[config.mk]
export PLATFORM = sky130hd
export DESIGN_NAME = delta_layer_ctrl_flat
export DESIGN_NICKNAME = d
export VERILOG_FILES = /design/src/rtl/delta_ctrl_pkg.sv /design/src/rtl/delta_layer_ctrl_if.sv /design/src/rtl/delta_oc_tiler.sv /design/src/rtl/delta_layer_ctrl.sv /design/src/flat_wrapper.sv
export SDC_FILE = /design/constraint.sdc
export NUM_CORES = 1
export LEC_CHECK = 0
export CORE_MARGIN = 2
export CORE_UTILIZATION = 25
export DETAILED_ROUTE_END_ITERATION = 7
export GPL_TIMING_DRIVEN = 0
export HOLD_SLACK_MARGIN = 0.03
export PLACE_DENSITY = 0.43
export SLEW_MARGIN = 20
export SYNTH_ARGS = -nofsm -noshare
export SYNTH_HDL_FRONTEND = slang
export SYNTH_SLANG_ARGS = --single-unit
export TNS_END_PERCENT = 30
[constraint.sdc]
create_clock -name clock -period 25.4 [get_ports clock]
set_input_delay 5.08 -clock clock [delete_from_list [all_inputs] [get_ports clock]]
set_output_delay 5.08 -clock clock [all_outputs]
set_load 0.005 [all_outputs]
[src/rtl/delta_ctrl_pkg.sv]
// Shared constants for the delta layer sequencer: FSM state codes, DMA command
// opcodes and the default output-channel group size.
package delta_ctrl_pkg;

  localparam int DEFAULT_PE_OC = 16;

  typedef enum logic [1:0] {
    OP_LOAD_IN = 2'd0,
    OP_LOAD_W  = 2'd1,
    OP_STORE   = 2'd2
  } cmd_op_e;

  typedef logic [3:0] state_t;

  localparam state_t ST_IDLE     = 4'd0;
  localparam state_t ST_LOAD_IN  = 4'd1;
  localparam state_t ST_WAIT_IN  = 4'd2;
  localparam state_t ST_GROUP    = 4'd3;
  localparam state_t ST_LOAD_W   = 4'd4;
  localparam state_t ST_WAIT_W   = 4'd5;
  localparam state_t ST_CMP_GO   = 4'd6;
  localparam state_t ST_CMP_WAIT = 4'd7;
  localparam state_t ST_STORE    = 4'd8;
  localparam state_t ST_WAIT_ST  = 4'd9;
  localparam state_t ST_ADVANCE  = 4'd10;
  localparam state_t ST_DONE     = 4'd11;

endpackage

[src/rtl/delta_layer_ctrl_if.sv]
// DMA command channel between the layer sequencer (master) and the DMA engine
// (slave): one outstanding command, completion signalled by xfer_done.
interface delta_layer_ctrl_if
  import delta_ctrl_pkg::*;
#(
  parameter int OCW = 10
);

  logic           cmd_valid;
  logic           cmd_ready;
  cmd_op_e        cmd_op;
  logic [31:0]    cmd_addr;
  logic [OCW-1:0] cmd_oc_base;
  logic [OCW-1:0] cmd_oc_cnt;
  logic           xfer_done;

  modport master (
    output cmd_valid, cmd_op, cmd_addr, cmd_oc_base, cmd_oc_cnt,
    input  cmd_ready, xfer_done
  );

  modport slave (
    input  cmd_valid, cmd_op, cmd_addr, cmd_oc_base, cmd_oc_cnt,
    output cmd_ready, xfer_done
  );

endinterface

[src/rtl/delta_oc_tiler.sv]
// Output-channel group walker: tracks the first channel of the current group,
// the group size, and whether the walk has passed the final group.
module delta_oc_tiler
  import delta_ctrl_pkg::*;
#(
  parameter int PE_OC = DEFAULT_PE_OC,
  parameter int OCW   = 10
) (
  input  logic           clock,
  input  logic           reset,
  input  logic           clear,
  input  logic           step,
  input  logic [OCW-1:0] oc_num,
  output logic [OCW:0]   oc_base,
  output logic [OCW-1:0] oc_cnt,
  output logic           last
);

  localparam logic [OCW:0] STEP = (OCW+1)'(PE_OC);

  logic [OCW:0] oc_base_q, oc_base_d;
  logic [OCW:0] remaining;

  always_comb begin
    oc_base_d = oc_base_q;
    if (clear) begin
      oc_base_d = '0;
    end else if (step) begin
      oc_base_d = oc_base_q + STEP;
    end
  end

  always_ff @(posedge clock or posedge reset) begin
    if (reset) begin
      oc_base_q <= '0;
    end else begin
      oc_base_q <= oc_base_d;
    end
  end

  // The extra base bit lets the walk step past OC_Num without wrapping.
  assign last      = (oc_base_q >= {1'b0, oc_num});
  assign remaining = {1'b0, oc_num} - oc_base_q;
  assign oc_base   = oc_base_q;

  always_comb begin
    oc_cnt = '0;
    if (!last) begin
      oc_cnt = (remaining > STEP) ? STEP[OCW-1:0] : remaining[OCW-1:0];
    end
  end

endmodule

[src/rtl/delta_layer_ctrl.sv]
// Layer sequencer: captures a layer config, then walks output-channel groups
// issuing DMA and PE commands. Define DELTA_CTRL_PERF_EN for perf counters.
module delta_layer_ctrl
  import delta_ctrl_pkg::*;
#(
  parameter int PE_OC = DEFAULT_PE_OC,
  parameter int OCW   = 10
) (
  input  logic               clock,
  input  logic               reset,
  input  logic               start,
  output logic               ack,
  output logic               done,
  output logic               busy,
  input  logic [OCW-1:0]     IC_Num,
  input  logic [OCW-1:0]     OC_Num,
  input  logic [7:0]         ORC_Size,
  input  logic               load_input,
  input  logic               store_output,
  input  logic [31:0]        weight_start_address,
  input  logic [31:0]        input_start_address,
  input  logic [31:0]        output_start_address,
  delta_layer_ctrl_if.master dma,
  output logic               cmp_start,
  output logic [OCW-1:0]     cmp_ic,
  input  logic               cmp_done
`ifdef DELTA_CTRL_PERF_EN
  ,
  output logic [31:0]        perf_cycles,
  output logic [31:0]        perf_stall
`endif
);

  typedef struct packed {
    logic [OCW-1:0] ic;
    logic [OCW-1:0] oc;
    logic [7:0]     orc;
    logic           store_out;
    logic [31:0]    waddr;
    logic [31:0]    iaddr;
    logic [31:0]    oaddr;
  } cfg_t;

  state_t         state_q, state_d;
  cfg_t           cfg_q, cfg_d;
  logic           ack_q, ack_d;
  logic           tiler_clear, tiler_step;
  logic [OCW:0]   tile_base;
  logic [OCW-1:0] tile_cnt;
  logic           tiles_last;
  logic [31:0]    store_offset;

  delta_oc_tiler #(
    .PE_OC (PE_OC),
    .OCW   (OCW)
  ) u_tiler (
    .clock   (clock),
    .reset   (reset),
    .clear   (tiler_clear),
    .step    (tiler_step),
    .oc_num  (cfg_q.oc),
    .oc_base (tile_base),
    .oc_cnt  (tile_cnt),
    .last    (tiles_last)
  );

  // load_input only steers the first transition, so it is not kept in cfg.
  always_comb begin
    state_d     = state_q;
    cfg_d       = cfg_q;
    ack_d       = 1'b0;
    tiler_clear = 1'b0;
    tiler_step  = 1'b0;
    case (state_q)
      ST_IDLE: begin
        if (start) begin
          cfg_d.ic        = IC_Num;
          cfg_d.oc        = OC_Num;
          cfg_d.orc       = ORC_Size;
          cfg_d.store_out = store_output;
          cfg_d.waddr     = weight_start_address;
          cfg_d.iaddr     = input_start_address;
          cfg_d.oaddr     = output_start_address;
          ack_d           = 1'b1;
          tiler_clear     = 1'b1;
          state_d         = load_input ? ST_LOAD_IN : ST_GROUP;
        end
      end
      ST_LOAD_IN: begin
        if (dma.cmd_ready) begin
          state_d = dma.xfer_done ? ST_GROUP : ST_WAIT_IN;
        end
      end
      ST_WAIT_IN: begin
        if (dma.xfer_done) begin
          state_d = ST_GROUP;
        end
      end
      ST_GROUP: begin
        state_d = tiles_last ? ST_DONE : ST_LOAD_W;
      end
      ST_LOAD_W: begin
        if (dma.cmd_ready) begin
          state_d = dma.xfer_done ? ST_CMP_GO : ST_WAIT_W;
        end
      end
      ST_WAIT_W: begin
        if (dma.xfer_done) begin
          state_d = ST_CMP_GO;
        end
      end
      ST_CMP_GO: begin
        state_d = ST_CMP_WAIT;
      end
      ST_CMP_WAIT: begin
        if (cmp_done) begin
          state_d = cfg_q.store_out ? ST_STORE : ST_ADVANCE;
        end
      end
      ST_STORE: begin
        if (dma.cmd_ready) begin
          state_d = dma.xfer_done ? ST_ADVANCE : ST_WAIT_ST;
        end
      end
      ST_WAIT_ST: begin
        if (dma.xfer_done) begin
          state_d = ST_ADVANCE;
        end
      end
      ST_ADVANCE: begin
        tiler_step = 1'b1;
        state_d    = ST_GROUP;
      end
      ST_DONE: begin
        state_d = ST_IDLE;
      end
      default: begin
        state_d = ST_IDLE;
      end
    endcase
  end

  always_ff @(posedge clock or posedge reset) begin
    if (reset) begin
      state_q <= ST_IDLE;
      cfg_q   <= '0;
      ack_q   <= 1'b0;
    end else begin
      state_q <= state_d;
      cfg_q   <= cfg_d;
      ack_q   <= ack_d;
    end
  end

  assign store_offset = 32'(tile_base) * 32'(cfg_q.orc) * 32'(cfg_q.orc);

  // Command fields depend only on registered state, so they hold through a stall.
  always_comb begin
    dma.cmd_valid   = 1'b0;
    dma.cmd_op      = OP_LOAD_IN;
    dma.cmd_addr    = '0;
    dma.cmd_oc_base = '0;
    dma.cmd_oc_cnt  = '0;
    case (state_q)
      ST_LOAD_IN: begin
        dma.cmd_valid = 1'b1;
        dma.cmd_addr  = cfg_q.iaddr;
      end
      ST_LOAD_W: begin
        dma.cmd_valid   = 1'b1;
        dma.cmd_op      = OP_LOAD_W;
        dma.cmd_addr    = cfg_q.waddr;
        dma.cmd_oc_base = tile_base[OCW-1:0];
        dma.cmd_oc_cnt  = tile_cnt;
      end
      ST_STORE: begin
        dma.cmd_valid   = 1'b1;
        dma.cmd_op      = OP_STORE;
        dma.cmd_addr    = cfg_q.oaddr + store_offset;
        dma.cmd_oc_base = tile_base[OCW-1:0];
        dma.cmd_oc_cnt  = tile_cnt;
      end
      default: begin
        dma.cmd_valid = 1'b0;
      end
    endcase
  end

  assign ack       = ack_q;
  assign done      = (state_q == ST_DONE);
  assign busy      = (state_q != ST_IDLE);
  assign cmp_start = (state_q == ST_CMP_GO);
  assign cmp_ic    = cfg_q.ic;

`ifdef DELTA_CTRL_PERF_EN
  logic [31:0] perf_cycles_q, perf_cycles_d;
  logic [31:0] perf_stall_q, perf_stall_d;

  always_comb begin
    perf_cycles_d = perf_cycles_q;
    perf_stall_d  = perf_stall_q;
    if (ack_d) begin
      perf_cycles_d = '0;
      perf_stall_d  = '0;
    end else begin
      if (busy && (perf_cycles_q != '1)) begin
        perf_cycles_d = perf_cycles_q + 32'd1;
      end
      if (dma.cmd_valid && !dma.cmd_ready && (perf_stall_q != '1)) begin
        perf_stall_d = perf_stall_q + 32'd1;
      end
    end
  end

  always_ff @(posedge clock or posedge reset) begin
    if (reset) begin
      perf_cycles_q <= '0;
      perf_stall_q  <= '0;
    end else begin
      perf_cycles_q <= perf_cycles_d;
      perf_stall_q  <= perf_stall_d;
    end
  end

  assign perf_cycles = perf_cycles_q;
  assign perf_stall  = perf_stall_q;
`endif

endmodule

[src/flat_wrapper.sv]
// flat-port wrapper written by rule: the top's interface ports become plain ports
module delta_layer_ctrl_flat import delta_ctrl_pkg::*;
#(
  parameter int PE_OC = DEFAULT_PE_OC,
  parameter int OCW   = 10
)
  (clock, reset, start, ack, done, busy, IC_Num, OC_Num, ORC_Size, load_input, store_output, weight_start_address, input_start_address, output_start_address, cmp_start, cmp_ic, cmp_done, dma_cmd_valid, dma_cmd_op, dma_cmd_addr, dma_cmd_oc_base, dma_cmd_oc_cnt, dma_cmd_ready, dma_xfer_done);
  delta_layer_ctrl_if #(.OCW(OCW)) dma_i ();
  input  logic clock;
  input  logic reset;
  input  logic start;
  output logic ack;
  output logic done;
  output logic busy;
  input  logic [OCW-1:0] IC_Num;
  input  logic [OCW-1:0] OC_Num;
  input  logic [7:0] ORC_Size;
  input  logic load_input;
  input  logic store_output;
  input  logic [31:0] weight_start_address;
  input  logic [31:0] input_start_address;
  input  logic [31:0] output_start_address;
  output logic cmp_start;
  output logic [OCW-1:0] cmp_ic;
  input  logic cmp_done;
  output wire logic [$bits(dma_i.cmd_valid)-1:0] dma_cmd_valid;
  output wire logic [$bits(dma_i.cmd_op)-1:0] dma_cmd_op;
  output wire logic [$bits(dma_i.cmd_addr)-1:0] dma_cmd_addr;
  output wire logic [$bits(dma_i.cmd_oc_base)-1:0] dma_cmd_oc_base;
  output wire logic [$bits(dma_i.cmd_oc_cnt)-1:0] dma_cmd_oc_cnt;
  input wire logic [$bits(dma_i.cmd_ready)-1:0] dma_cmd_ready;
  input wire logic [$bits(dma_i.xfer_done)-1:0] dma_xfer_done;
  assign dma_cmd_valid = dma_i.cmd_valid;
  assign dma_cmd_op = dma_i.cmd_op;
  assign dma_cmd_addr = dma_i.cmd_addr;
  assign dma_cmd_oc_base = dma_i.cmd_oc_base;
  assign dma_cmd_oc_cnt = dma_i.cmd_oc_cnt;
  assign dma_i.cmd_ready = dma_cmd_ready;
  assign dma_i.xfer_done = dma_xfer_done;
  delta_layer_ctrl #(.PE_OC(PE_OC), .OCW(OCW)) u_core (.clock(clock), .reset(reset), .start(start), .ack(ack), .done(done), .busy(busy), .IC_Num(IC_Num), .OC_Num(OC_Num), .ORC_Size(ORC_Size), .load_input(load_input), .store_output(store_output), .weight_start_address(weight_start_address), .input_start_address(input_start_address), .output_start_address(output_start_address), .dma(dma_i), .cmp_start(cmp_start), .cmp_ic(cmp_ic), .cmp_done(cmp_done));
endmodule
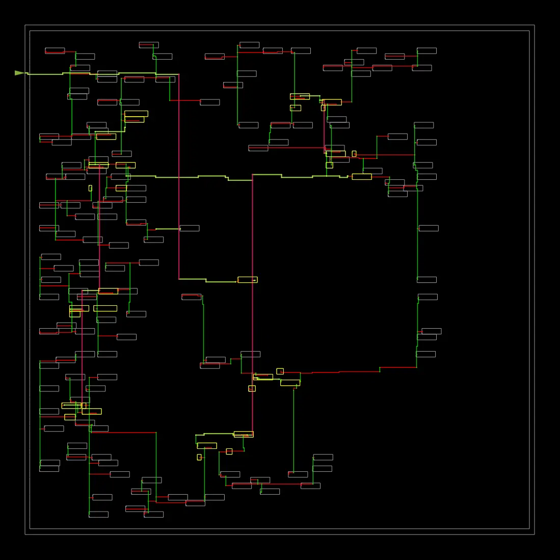
(images/clocks.png)
number of clock-tree buffers in the layout: 22
# clock sinks: 137
num sequential: 137
clk_lat worst skew: 450 ps

==> qor.yml <==
worst_slack_ps: 9260
worst-path-stages: 35
coreArea_um2: 56200
wl_per_cell_um: 16.9
reg2reg_from: "u_core.state_q[2]$_DFFE_PP0P_"
dp_hpwl_um: 33600
status: "complete, no violations"
top_cell: "inv_1"
chipArea_um2: 58600
nNonClkInverters: 250
ys_area_um2: 14200
tool_warnings: 28
grt_max_degree: 89
synthFlopType: "dfrtp_1"
seq_area_frac: 0.192
dpl.cell_count: 2465
dpl_worst_slack_ps: 9770
vias: 10800
topCellsByArea: "dfrtp_1, fa_1, ha_1"
tightest_slew_ps: 1030
syn_to_final_growth_pct: 25.9
drt-met1-wl_um: 19300
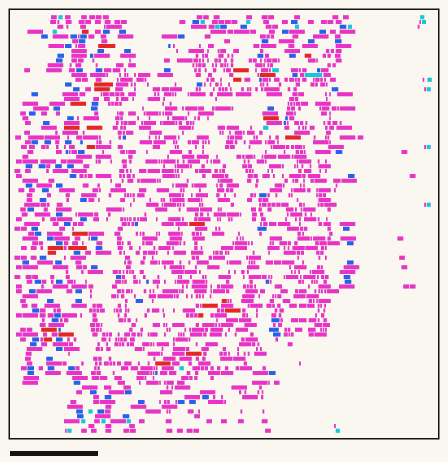
(images/sizes.png)
The bar under the picture is 50 um long.
- _0 and _1 cells: magenta (cells 1562; share 90%; most used inv_1)
- _2 cells: blue (cells 128; share 7.4%; most used mux2_2)
- _6 and larger: red (cells 28; share 1.6%; most used clkbuf_16)
- _3 and _4 cells: cyan (cells 23; share 1.3%; most used buf_4)

kinds of logic (layout without fill, tap and decap cells):
kind of cell,Yosys count,count (layout),share of synthesized area
and+or+nand+nor,352,352,0.125
buffers and inverters,332,556,0.0938
adders and majority gates,258,258,0.313
AOI/OAI and AO/OA,236,236,0.109
DFF,137,137,0.242
muxes,108,108,0.0857
xor gates and xnor gates,49,49,0.0308
other,2,45,0.000530
sequential cells by signal, summed over array words and instances (netlist names):
signal / cells
u_core.cfg_q: 115
u_core.state_q: 4
u_core.cmp_ic: 10
u_core.u_tiler.oc_base: 7
u_core.ack: 1
